`config.mk`:
```
export PLATFORM = sky130hd
export DESIGN_NAME = conv_line_engine
export DESIGN_NICKNAME = d
export VERILOG_FILES = /design/src/rtl/conv_line_engine.sv
export SDC_FILE = /design/constraint.sdc
export NUM_CORES = 1
export LEC_CHECK = 0
export CORE_MARGIN = 1.5
export CORE_UTILIZATION = 45
export DETAILED_ROUTE_END_ITERATION = 10
export PLACE_DENSITY = 0.64
export SETUP_SLACK_MARGIN = 0.2
export SYNTH_ARGS = -nofsm -noshare
export SYNTH_HDL_FRONTEND = slang
export SYNTH_SLANG_ARGS = --single-unit
```
`constraint.sdc`:
```
create_clock -name clk -period 8.3 [get_ports clk]
set_input_delay 2.075 -clock clk [delete_from_list [all_inputs] [get_ports clk]]
set_output_delay 2.075 -clock clk [all_outputs]
set_load 0.02 [all_outputs]
```
`src/rtl/conv_line_engine.sv`:
```
// Symmetric (2R+1)-tap 1-D line convolution over a source SRAM image, with an
// optionally transposed write to a destination SRAM (two passes give a 2-D blur).
// Latency: first write at s+1+2R+RD_LAT+2; one write/cycle, 2R-cycle gap between rows.
// Backpressure: none. Source must return data RD_LAT cycles after src_re; the
// destination must accept one write per cycle. start is ignored while busy.
//
// Ports: clk/rstn (async active-low); start + sampled config (nrows, ncols,
// transpose, border_mode, coef); status busy/done/err; source read port
// src_re/src_row/src_col/src_rdata; destination write port dst_we/dst_row/
// dst_col/dst_wdata (address/data forced to 0 when dst_we=0).
module conv_line_engine #(
  parameter int DW     = 8,
  parameter int AW     = 8,
  parameter int R      = 5,
  parameter int CW     = 8,
  parameter int SHIFT  = 8,
  parameter int RD_LAT = 1
) (
  input  logic                  clk,
  input  logic                  rstn,
  input  logic                  start,
  input  logic [AW-1:0]         nrows,
  input  logic [AW-1:0]         ncols,
  input  logic                  transpose,
  input  logic [1:0]            border_mode,
  input  logic [(R+1)*CW-1:0]   coef,
  output logic                  busy,
  output logic                  done,
  output logic                  err,
  output logic                  src_re,
  output logic [AW-1:0]         src_row,
  output logic [AW-1:0]         src_col,
  input  logic [DW-1:0]         src_rdata,
  output logic                  dst_we,
  output logic [AW-1:0]         dst_row,
  output logic [AW-1:0]         dst_col,
  output logic [DW-1:0]         dst_wdata
);

  localparam int TAPS = 2 * R + 1;
  // Slot index within a row runs 0 .. ncols-1+2R (virtual column + R).
  localparam int VW   = AW + 2;
  localparam int SW   = DW + CW + $clog2(TAPS);
  localparam int RSH  = (SHIFT > 0) ? SHIFT - 1 : 0;
  localparam logic [SW:0] RND  = (SHIFT > 0) ? ((SW+1)'(1) << RSH) : '0;
  localparam logic [SW:0] SATV = (SW+1)'({DW{1'b1}});

  typedef enum logic [2:0] {S_IDLE, S_RUN, S_DRAIN, S_FIN, S_ERR} state_t;

  // Per-slot tag travelling alongside the SRAM read.
  typedef struct packed {
    logic          vld;
    logic          zero;   // out-of-range slot under zero border: inject 0
    logic [AW-1:0] row;
    logic [VW-1:0] idx;
  } tag_t;

  state_t                state;
  logic [AW-1:0]         nrows_q, ncols_q;
  logic                  transpose_q;
  logic [1:0]            mode_q;
  logic [(R+1)*CW-1:0]   coef_q;
  logic [AW-1:0]         row_cnt;
  logic [VW-1:0]         idx_cnt;
  logic [VW-1:0]         idx_last;
  logic [AW:0]           slot_next;
  logic [AW:0]           slot_first;
  logic                  dst_last;

  tag_t                  tag_in;
  tag_t                  tag_q [RD_LAT];
  logic [DW-1:0]         win [TAPS];
  logic                  wt_vld;
  logic [AW-1:0]         wt_row;
  logic [VW-1:0]         wt_idx;

  logic [SW-1:0]         sum;
  logic [SW:0]           rnd_sum;
  logic [SW:0]           shifted;
  logic [DW-1:0]         res;
  logic [AW-1:0]         out_j;

  // Maps a slot index to {read_enable, physical column} for the border mode.
  function automatic logic [AW:0] slot_col(input logic [VW-1:0] idx,
                                           input logic [AW-1:0] n,
                                           input logic [1:0]    mode);
    logic signed [VW:0] v;
    logic signed [VW:0] nm1;
    logic [AW:0]        res_c;
    v     = $signed({1'b0, idx}) - $signed((VW+1)'(R));
    nm1   = $signed((VW+1)'(n)) - $signed((VW+1)'(1));
    res_c = {1'b1, AW'(v)};
    if (v < 0) begin
      case (mode)
        2'd0:    res_c = {1'b1, AW'(-v)};
        2'd1:    res_c = {1'b1, {AW{1'b0}}};
        default: res_c = '0;
      endcase
    end else if (v > nm1) begin
      case (mode)
        2'd0:    res_c = {1'b1, AW'(nm1 + nm1 - v)};
        2'd1:    res_c = {1'b1, AW'(nm1)};
        default: res_c = '0;
      endcase
    end
    return res_c;
  endfunction

  assign idx_last   = VW'(ncols_q) + VW'(2 * R - 1);
  assign slot_next  = slot_col((idx_cnt == idx_last) ? '0 : idx_cnt + 1'b1, ncols_q, mode_q);
  assign slot_first = slot_col('0, ncols, border_mode);

  // Control FSM; all status and source-port outputs are registered here.
  always_ff @(posedge clk or negedge rstn) begin
    if (!rstn) begin
      state       <= S_IDLE;
      nrows_q     <= '0;
      ncols_q     <= '0;
      transpose_q <= 1'b0;
      mode_q      <= 2'd0;
      coef_q      <= '0;
      row_cnt     <= '0;
      idx_cnt     <= '0;
      busy        <= 1'b0;
      done        <= 1'b0;
      err         <= 1'b0;
      src_re      <= 1'b0;
      src_row     <= '0;
      src_col     <= '0;
    end else begin
      done <= 1'b0;
      case (state)
        S_IDLE: begin
          if (start) begin
            nrows_q     <= nrows;
            ncols_q     <= ncols;
            transpose_q <= transpose;
            mode_q      <= border_mode;
            coef_q      <= coef;
            err         <= 1'b0;
            row_cnt     <= '0;
            idx_cnt     <= '0;
            if (nrows == '0 || ncols == '0 || {1'b0, ncols} <= (AW+1)'(R)) begin
              state <= S_ERR;
              err   <= 1'b1;
              done  <= 1'b1;
            end else begin
              state   <= S_RUN;
              busy    <= 1'b1;
              src_re  <= slot_first[AW];
              src_col <= slot_first[AW-1:0];
              src_row <= '0;
            end
          end
        end
        S_RUN: begin
          if (idx_cnt == idx_last && row_cnt == nrows_q - 1'b1) begin
            state   <= S_DRAIN;
            src_re  <= 1'b0;
            src_row <= '0;
            src_col <= '0;
          end else begin
            if (idx_cnt == idx_last) begin
              idx_cnt <= '0;
              row_cnt <= row_cnt + 1'b1;
              src_row <= row_cnt + 1'b1;
            end else begin
              idx_cnt <= idx_cnt + 1'b1;
              src_row <= row_cnt;
            end
            src_re  <= slot_next[AW];
            src_col <= slot_next[AW-1:0];
          end
        end
        S_DRAIN: begin
          if (dst_we && dst_last) begin
            state <= S_FIN;
            busy  <= 1'b0;
            done  <= 1'b1;
          end
        end
        S_FIN:   state <= S_IDLE;
        S_ERR:   state <= S_IDLE;
        default: state <= S_IDLE;
      endcase
    end
  end

  always_comb begin
    tag_in      = '0;
    tag_in.vld  = (state == S_RUN);
    tag_in.zero = (state == S_RUN) && !src_re;
    tag_in.row  = row_cnt;
    tag_in.idx  = idx_cnt;
  end

  // Kernel sum over the window; win[R] is the centre, win[0] the newest pixel.
  always_comb begin
    sum = SW'(coef_q[CW-1:0]) * SW'(win[R]);
    for (int k = 1; k <= R; k++) begin
      sum = sum + SW'(coef_q[k*CW +: CW]) * (SW'(win[R-k]) + SW'(win[R+k]));
    end
    rnd_sum = {1'b0, sum} + RND;
    shifted = rnd_sum >> SHIFT;
    res     = (shifted > SATV) ? {DW{1'b1}} : DW'(shifted);
    out_j   = AW'(wt_idx - VW'(2 * R));
  end

  // Read-tag pipeline, window shift and output register stage.
  always_ff @(posedge clk or negedge rstn) begin
    if (!rstn) begin
      for (int k = 0; k < RD_LAT; k++) tag_q[k] <= '0;
      for (int k = 0; k < TAPS; k++)   win[k]   <= '0;
      wt_vld    <= 1'b0;
      wt_row    <= '0;
      wt_idx    <= '0;
      dst_we    <= 1'b0;
      dst_row   <= '0;
      dst_col   <= '0;
      dst_wdata <= '0;
      dst_last  <= 1'b0;
    end else begin
      tag_q[0] <= tag_in;
      for (int k = 1; k < RD_LAT; k++) tag_q[k] <= tag_q[k-1];

      wt_vld <= tag_q[RD_LAT-1].vld;
      wt_row <= tag_q[RD_LAT-1].row;
      wt_idx <= tag_q[RD_LAT-1].idx;
      if (tag_q[RD_LAT-1].vld) begin
        win[0] <= tag_q[RD_LAT-1].zero ? '0 : src_rdata;
        for (int k = 1; k < TAPS; k++) win[k] <= win[k-1];
      end

      // Slots are contiguous within a row, so once 2R+1 slots of a row have
      // arrived the window never straddles two rows.
      if (wt_vld && wt_idx >= VW'(2 * R)) begin
        dst_we    <= 1'b1;
        dst_row   <= transpose_q ? out_j : wt_row;
        dst_col   <= transpose_q ? wt_row : out_j;
        dst_wdata <= res;
        dst_last  <= (wt_row == nrows_q - 1'b1) && (out_j == ncols_q - 1'b1);
      end else begin
        dst_we    <= 1'b0;
        dst_row   <= '0;
        dst_col   <= '0;
        dst_wdata <= '0;
        dst_last  <= 1'b0;
      end
    end
  end

endmodule

```
Placed standard cells:
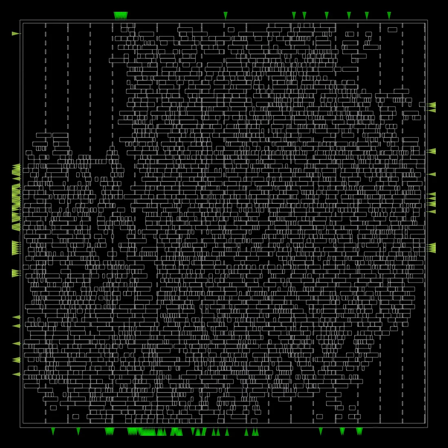
core area: 61,600 um^2
Core Util, Final: 53.4%
flip-flops: 261
fraction of standard cell area that is sequential: 19.9%
Site Rows: 91

Metal 3:
(1 px per um) Cells faint in the background.
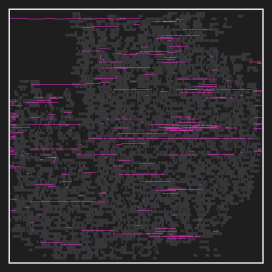
share of all routed wire: 4.1%
nets with wire on the layer: 181
longest straight run: 163 um
main direction: horizontal
wire length on this layer: 3,020 um
Via Count: 20,112
met3 Track Usage GR: 3.05%

[per-layer routing]
| metal | share of wire, % | up-vias |
|---|---|---|
| met3 | 4.1 | 102 |
| li1 | - | 9363 |
| met4 | 2.9 | 0 |
| met5 | 0 | - |
| met2 | 51 | 421 |
| met1 | 42 | 10226 |
[repair_timing]
item                       in CTS  in global routing
gates resized                  23                 44
hold buffers                    0                  0
buffers inserted                6                 10
setup endpoints to repair       8                  8
hold endpoints to repair        0                  0
pin swaps                      28                 37
[flip-flops by register name, indices dropped and copies added (netlist names), 8 cells and up]
name and flops:
win 88, coef_q 48, tag_q 20, idx_cnt 10
wt_idx 10, dst_col 8, dst_row 8, dst_wdata 8
ncols_q 8, nrows_q 8, row_cnt 8, src_col 8
src_row 8, wt_row 8
==> CHANGELOG.md <==
## Implementation

- HPWL Detailed: 61,200 um
- Layout overhead on the synthesized area: 17.6%
- Die Span Y: 252 um
- Chip Footprint: 63,600 um^2
- Worst IR drop on VDD: 0.118 mV
- Summed standard-cell area reported by yosys: 27,900 um^2
- Routed Antenna Nets: 0
- Number of antenna violations at the first check in global routing: 1
- Fraction of final layout cells sized beyond drive strength 1: 13.6%
- Final critical-path required period: 8770 ps
- Combinational gate count: 1,969
- Antenna Cells: 0
- Busiest layer in global routing: met2
- Area share, top type: 28.3%
- Top cell types by occurrence after synthesis: sky130_fd_sc_hd__inv_1, sky130_fd_sc_hd__nand2_1, sky130_fd_sc_hd__fa_1
- Depth of the CTS H-tree: 2
- Sequential logic power: 1.32 mW
- Number of distinct library cells after synthesis: 74
- Area share of and-or/or-and cells after synthesis: 5.66%
- Area used by sequential logic in the layout: 6540 um^2
- First element of the critical path: win[64]$_DFFE_PN0P_
- Layout Nets: 3,857
- Slew at the pin with the worst max-slew slack: 1090 ps
- Post-route DRC: 0
- Average size of a mapped cell: 9.67 um^2
- Combinational group share of total power: 14.2%
- Cell seen most often among critical-path stages: sky130_fd_sc_hd__fa_1
- Depth of the critical timing path with buffers and inverters included: 39
- Count of TritonRoute iterations in the first routing pass: 5
- Total global routing overflow: 0
- Routed WL per cell: 18.6 um
- Worst-case clock buffer depth: 3
- Clock sink total: 261
- Proportion of total power due to net switching: 27.0%
- Final number of setup-violating endpoints: 8
- Number of I/O port buffers: 122
- Number of tap cells inserted: 837
- Yosys Warn Count: 0
- NonClk Buf Share: 8.13%
- Most frequent cells in the layout: sky130_fd_sc_hd__inv_1, sky130_fd_sc_hd__nand2_1, sky130_fd_sc_hd__fa_1, sky130_fd_sc_hd__dfrtp_1, sky130_fd_sc_hd__ha_1
- Signal inverters: 559
- Post-route cell area: 32,900 um^2
- Synthesized instance count: 2,890
- Pin count of the biggest net entering global routing: 127
- Unrepaired setup endpoints after global routing: yes
- Relative contribution of the clock network to total power: 46.4%
- Net Switching: 906 uW
- Critical Path End: dst_wdata[4]$_DFF_PN0_
- Design internal power: 2.45 mW
- Part of the total power dissipated in sequential elements: 39.4%
- Power per cell area: 102 nW/um^2
- Multi-input combinational cell area: 19,300 um^2
- Max incr delay on CP: 630 ps
- Overall Global Routing Usage: 24.5%
- Count of tool warnings: 42
- Required time of the worst setup path: 8750 ps
- Critical Path Source Type: flip-flop
- Worst Setup Slack post-DPL: -703 ps
- Worst EP arrival: 9220 ps
- Leading power group: clock
- Biggest area consumer among cell classes: logic gates
- Overall Power: 3.35 mW
- Comb/total area: 58.8%
- Vias in the first global route: 22,144
- Clock latency on the worst-skew pair: 580 ps
- Root Buffer Master: sky130_fd_sc_hd__clkbuf_16
- Count of filler cells inserted in the layout: 5,562
- Failing checks: negative setup slack
- Result of the run: finished, violations left
- Fin worst setup slack: -472 ps
Power figures rest on the tool's default switching activity, not on a simulated workload.
